===== src/rtl/fetch_pkg.sv =====
// Shared types and constants for the instruction fetch controller and its buffer.
package fetch_pkg;

  localparam int INST_W     = 32;
  localparam int ADDR_W     = 32;
  localparam int WORD_BYTES = 4;
  localparam logic [ADDR_W-1:0] PC_INC = ADDR_W'(WORD_BYTES);

  typedef enum logic [1:0] {
    IDLE,
    WAIT,
    HOLD
  } fetch_state_e;

  typedef struct packed {
    logic [ADDR_W-1:0] pc;
    logic [INST_W-1:0] inst;
  } fetch_entry_t;

endpackage


===== src/rtl/fetch_buf.sv =====
// Synchronous fetch FIFO of {pc,inst}; entry 0 is the head, so head outputs come straight from flops.
module fetch_buf
  import fetch_pkg::*;
#(
  parameter int BUF_DEPTH = 2
) (
  input  logic         clk,
  input  logic         rst_n,
  input  logic         push,
  input  logic         pop,
  input  logic         flush,
  input  fetch_entry_t din,
  output fetch_entry_t head,
  output logic         full,
  output logic         empty
);

  localparam int CNT_W = $clog2(BUF_DEPTH + 1);
  localparam int IDX_W = (BUF_DEPTH > 1) ? $clog2(BUF_DEPTH) : 1;

  fetch_entry_t     entries [BUF_DEPTH];
  logic [CNT_W-1:0] count;
  logic [CNT_W-1:0] wr_idx;
  logic             do_pop;
  logic             push_ok;

  assign empty   = (count == '0);
  assign full    = (count == CNT_W'(BUF_DEPTH));
  assign do_pop  = pop && !empty;
  assign push_ok = push && (do_pop || !full);
  // A simultaneous pop shifts everything down, so the write lands one slot lower.
  assign wr_idx  = do_pop ? count - 1'b1 : count;
  assign head    = entries[0];

  always_ff @(posedge clk) begin
    if (!rst_n) begin
      count <= '0;
      for (int unsigned i = 0; i < BUF_DEPTH; i++) entries[i] <= '0;
    end else if (flush) begin
      count <= '0;
    end else begin
      if (do_pop) begin
        for (int unsigned i = 0; i + 1 < BUF_DEPTH; i++) entries[i] <= entries[i+1];
      end
      if (push_ok) entries[IDX_W'(wr_idx)] <= din;
      case ({push_ok, do_pop})
        2'b10:   count <= count + 1'b1;
        2'b01:   count <= count - 1'b1;
        default: count <= count;
      endcase
    end
  end

endmodule


===== src/rtl/inst_fetch_ctrl.sv =====
// Instruction fetch sequencer: owns the PC, paces memory reads by MEM_LAT and feeds decode through fetch_buf.
module inst_fetch_ctrl
  import fetch_pkg::*;
#(
  parameter logic [31:0] RESET_PC    = 32'h0,
  parameter int          MEM_LAT     = 2,
  parameter int          DEPTH_WORDS = 1024,
  parameter int          BUF_DEPTH   = 2
) (
  input  logic        clk,
  input  logic        rst_n,
  input  logic        enable,
  output logic [31:0] mem_dir,
  input  logic [31:0] mem_inst,
  output logic [31:0] inst,
  output logic [31:0] inst_pc,
  output logic        inst_valid,
  input  logic        inst_ready,
  input  logic        redirect,
  input  logic [31:0] redirect_pc,
  output logic        fetch_busy,
  output logic        misalign_err
);

  localparam logic [ADDR_W-1:0] PC_RANGE = ADDR_W'(DEPTH_WORDS * WORD_BYTES);
  localparam int                CNT_W    = (MEM_LAT > 1) ? $clog2(MEM_LAT) : 1;
  localparam logic [CNT_W-1:0]  CNT_LAST = CNT_W'(MEM_LAT - 1);

  fetch_state_e      state;
  logic [CNT_W-1:0]  cnt;
  logic [ADDR_W-1:0] pc;
  logic [ADDR_W-1:0] pc_next;
  logic [ADDR_W-1:0] redirect_tgt;
  fetch_entry_t      push_entry;
  fetch_entry_t      head;
  logic              buf_full;
  logic              buf_empty;
  logic              pop;
  logic              can_push;
  logic              capture;
  logic              push;

  assign pop          = inst_valid && inst_ready;
  assign can_push     = !buf_full || pop;
  assign capture      = ((state == WAIT) && (cnt == CNT_LAST)) || (state == HOLD);
  assign push         = capture && can_push && !redirect;
  assign pc_next      = (pc + PC_INC) % PC_RANGE;
  assign redirect_tgt = {redirect_pc[31:2], 2'b00} % PC_RANGE;
  assign push_entry   = '{pc: pc, inst: mem_inst};

  fetch_buf #(.BUF_DEPTH(BUF_DEPTH)) u_buf (
    .clk   (clk),
    .rst_n (rst_n),
    .push  (push),
    .pop   (pop),
    .flush (redirect),
    .din   (push_entry),
    .head  (head),
    .full  (buf_full),
    .empty (buf_empty)
  );

  assign inst       = head.inst;
  assign inst_pc    = head.pc;
  assign inst_valid = !buf_empty;
  assign mem_dir    = pc;
  assign fetch_busy = (state != IDLE);

  always_ff @(posedge clk) begin
    if (!rst_n) begin
      state        <= IDLE;
      cnt          <= '0;
      pc           <= RESET_PC;
      misalign_err <= 1'b0;
    end else if (redirect) begin
      pc    <= redirect_tgt;
      cnt   <= '0;
      state <= enable ? WAIT : IDLE;
      if (redirect_pc[1:0] != 2'b00) misalign_err <= 1'b1;
    end else begin
      case (state)
        IDLE: begin
          cnt <= '0;
          if (enable) state <= WAIT;
        end
        WAIT: begin
          if (cnt != CNT_LAST) begin
            cnt <= cnt + 1'b1;
          end else if (can_push) begin
            pc    <= pc_next;
            cnt   <= '0;
            state <= enable ? WAIT : IDLE;
          end else begin
            state <= HOLD;
          end
        end
        HOLD: begin
          if (can_push) begin
            pc    <= pc_next;
            cnt   <= '0;
            state <= enable ? WAIT : IDLE;
          end
        end
        default: state <= IDLE;
      endcase
    end
  end

endmodule

===== config.mk =====
export PLATFORM = sky130hd
export DESIGN_NAME = inst_fetch_ctrl
export DESIGN_NICKNAME = d
export VERILOG_FILES = /design/src/rtl/fetch_pkg.sv /design/src/rtl/fetch_buf.sv /design/src/rtl/inst_fetch_ctrl.sv
export SDC_FILE = /design/constraint.sdc
export NUM_CORES = 1
export LEC_CHECK = 0
export CAP_MARGIN = 20
export CELL_PAD_IN_SITES_DETAIL_PLACEMENT = 0
export CELL_PAD_IN_SITES_GLOBAL_PLACEMENT = 2
export CORE_ASPECT_RATIO = 0.75
export CORE_MARGIN = 4
export CORE_UTILIZATION = 36
export CTS_CLUSTER_SIZE = 20
export DETAILED_ROUTE_END_ITERATION = 8
export MAX_ROUTING_LAYER = met4
export PLACE_DENSITY_LB_ADDON = 0.1
export SYNTH_ARGS = -nofsm -noshare
export SYNTH_HDL_FRONTEND = slang
export SYNTH_HIERARCHICAL = 1
export SYNTH_SLANG_ARGS = --single-unit

===== constraint.sdc =====
create_clock -name clk -period 10.7 [get_ports clk]
set_clock_uncertainty 0.1 [all_clocks]
set_input_delay 1.07 -clock clk [delete_from_list [all_inputs] [get_ports clk]]
set_output_delay 1.07 -clock clk [all_outputs]
set_load 0.01 [all_outputs]

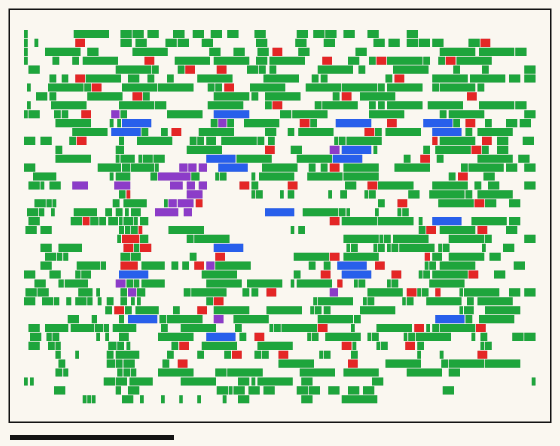
(cell sizes after repair)
Bar = 50 µm.
- purple: drive 3 to 4 (cells 22; share 3.3%)
- blue: drive 6 and up (cells 19; share 2.8%)
- green: drive 1 or less (cells 556; share 83%)
- red: drive 2 (cells 74; share 11%)
Non-CTS buffers: 132
final instance area: 0.00868 mm²
P&R area growth vs syn: 30.6%

==> Slide: Implementation Results <==
Flow Results at a Glance

Run status
  – Outcome: complete, no violations

Routing
  – Vias per Instance: 4.76
  – Vias: between 4000 and 5000
  – Metal3 WL: between 800 and 900 µm
  – WL final: 15200 µm
  – Metal1 wirelength: 6960 µm

Place
  – Worst slack, placed: approximately 6 ns

Pwr
  – Comb power: 76.0 µW
  – Peak supply drop: around 0.000085 V
  – Top Consumer: sequential cells
  – Sw power: approximately 280 µW

Clock network
  – Hold_buf cts: 0
  – Root Driver: clkbuf_16
  – CTS max path bufs: 2
  – CTS tree: built

Logic synthesis
  – Aoi share: 0.131
  – Syn avg cell area: between 10 and 15 µm²
  – Top cells by area: edfxtp_1 (58%), a31o_2 (8.2%), and2_1 (6.2%), and3_1 (6.1%), dfxtp_1 (4.8%)
  – Most used flip-flop cell: edfxtp_1
  – Post-synth EDFFs: approximately 130
  – Cell taking the most area after synthesis: edfxtp_1
  – And+or+nand+nor area frac: 0.153

Setup path
  – CP Capture Type: flop
  – Crit-path max FO: between 60 and 70
  – Reg2reg path depth: 11

Global routing
  – Grt peak-use layer: met2
  – Vias in the first global route: ~4600
  – Initial antenna violation count: 0

Floorplanning
  – Die Ht: approximately 130 µm

Timing
  – Setup violators final: 0
  – Max Slew Vio Count: 0

Final layout
  – Layout sequential cell count: ~140
  – Most common logic cells in the final layout: edfxtp_1 (128), clkdlybuf4s50_1 (125), and2_1 (66), conb_1 (66), and3_1 (65)
  – Combinational share of cell area: 0.263

Job
  – Max-Cap Viols: 0
  – Tool warning count: roughly 47

Min path
  – Hold Crit Depth: 2
  – Hold_sp: misalign_err
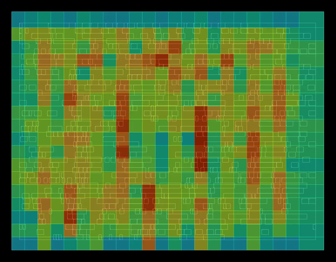
(congestion heat map)
M1 GR Usage: 0.200
gr usage total: 0.154
Avg WL per Cell: 16.7 µm

Power is estimated from default activity; no workload was simulated.
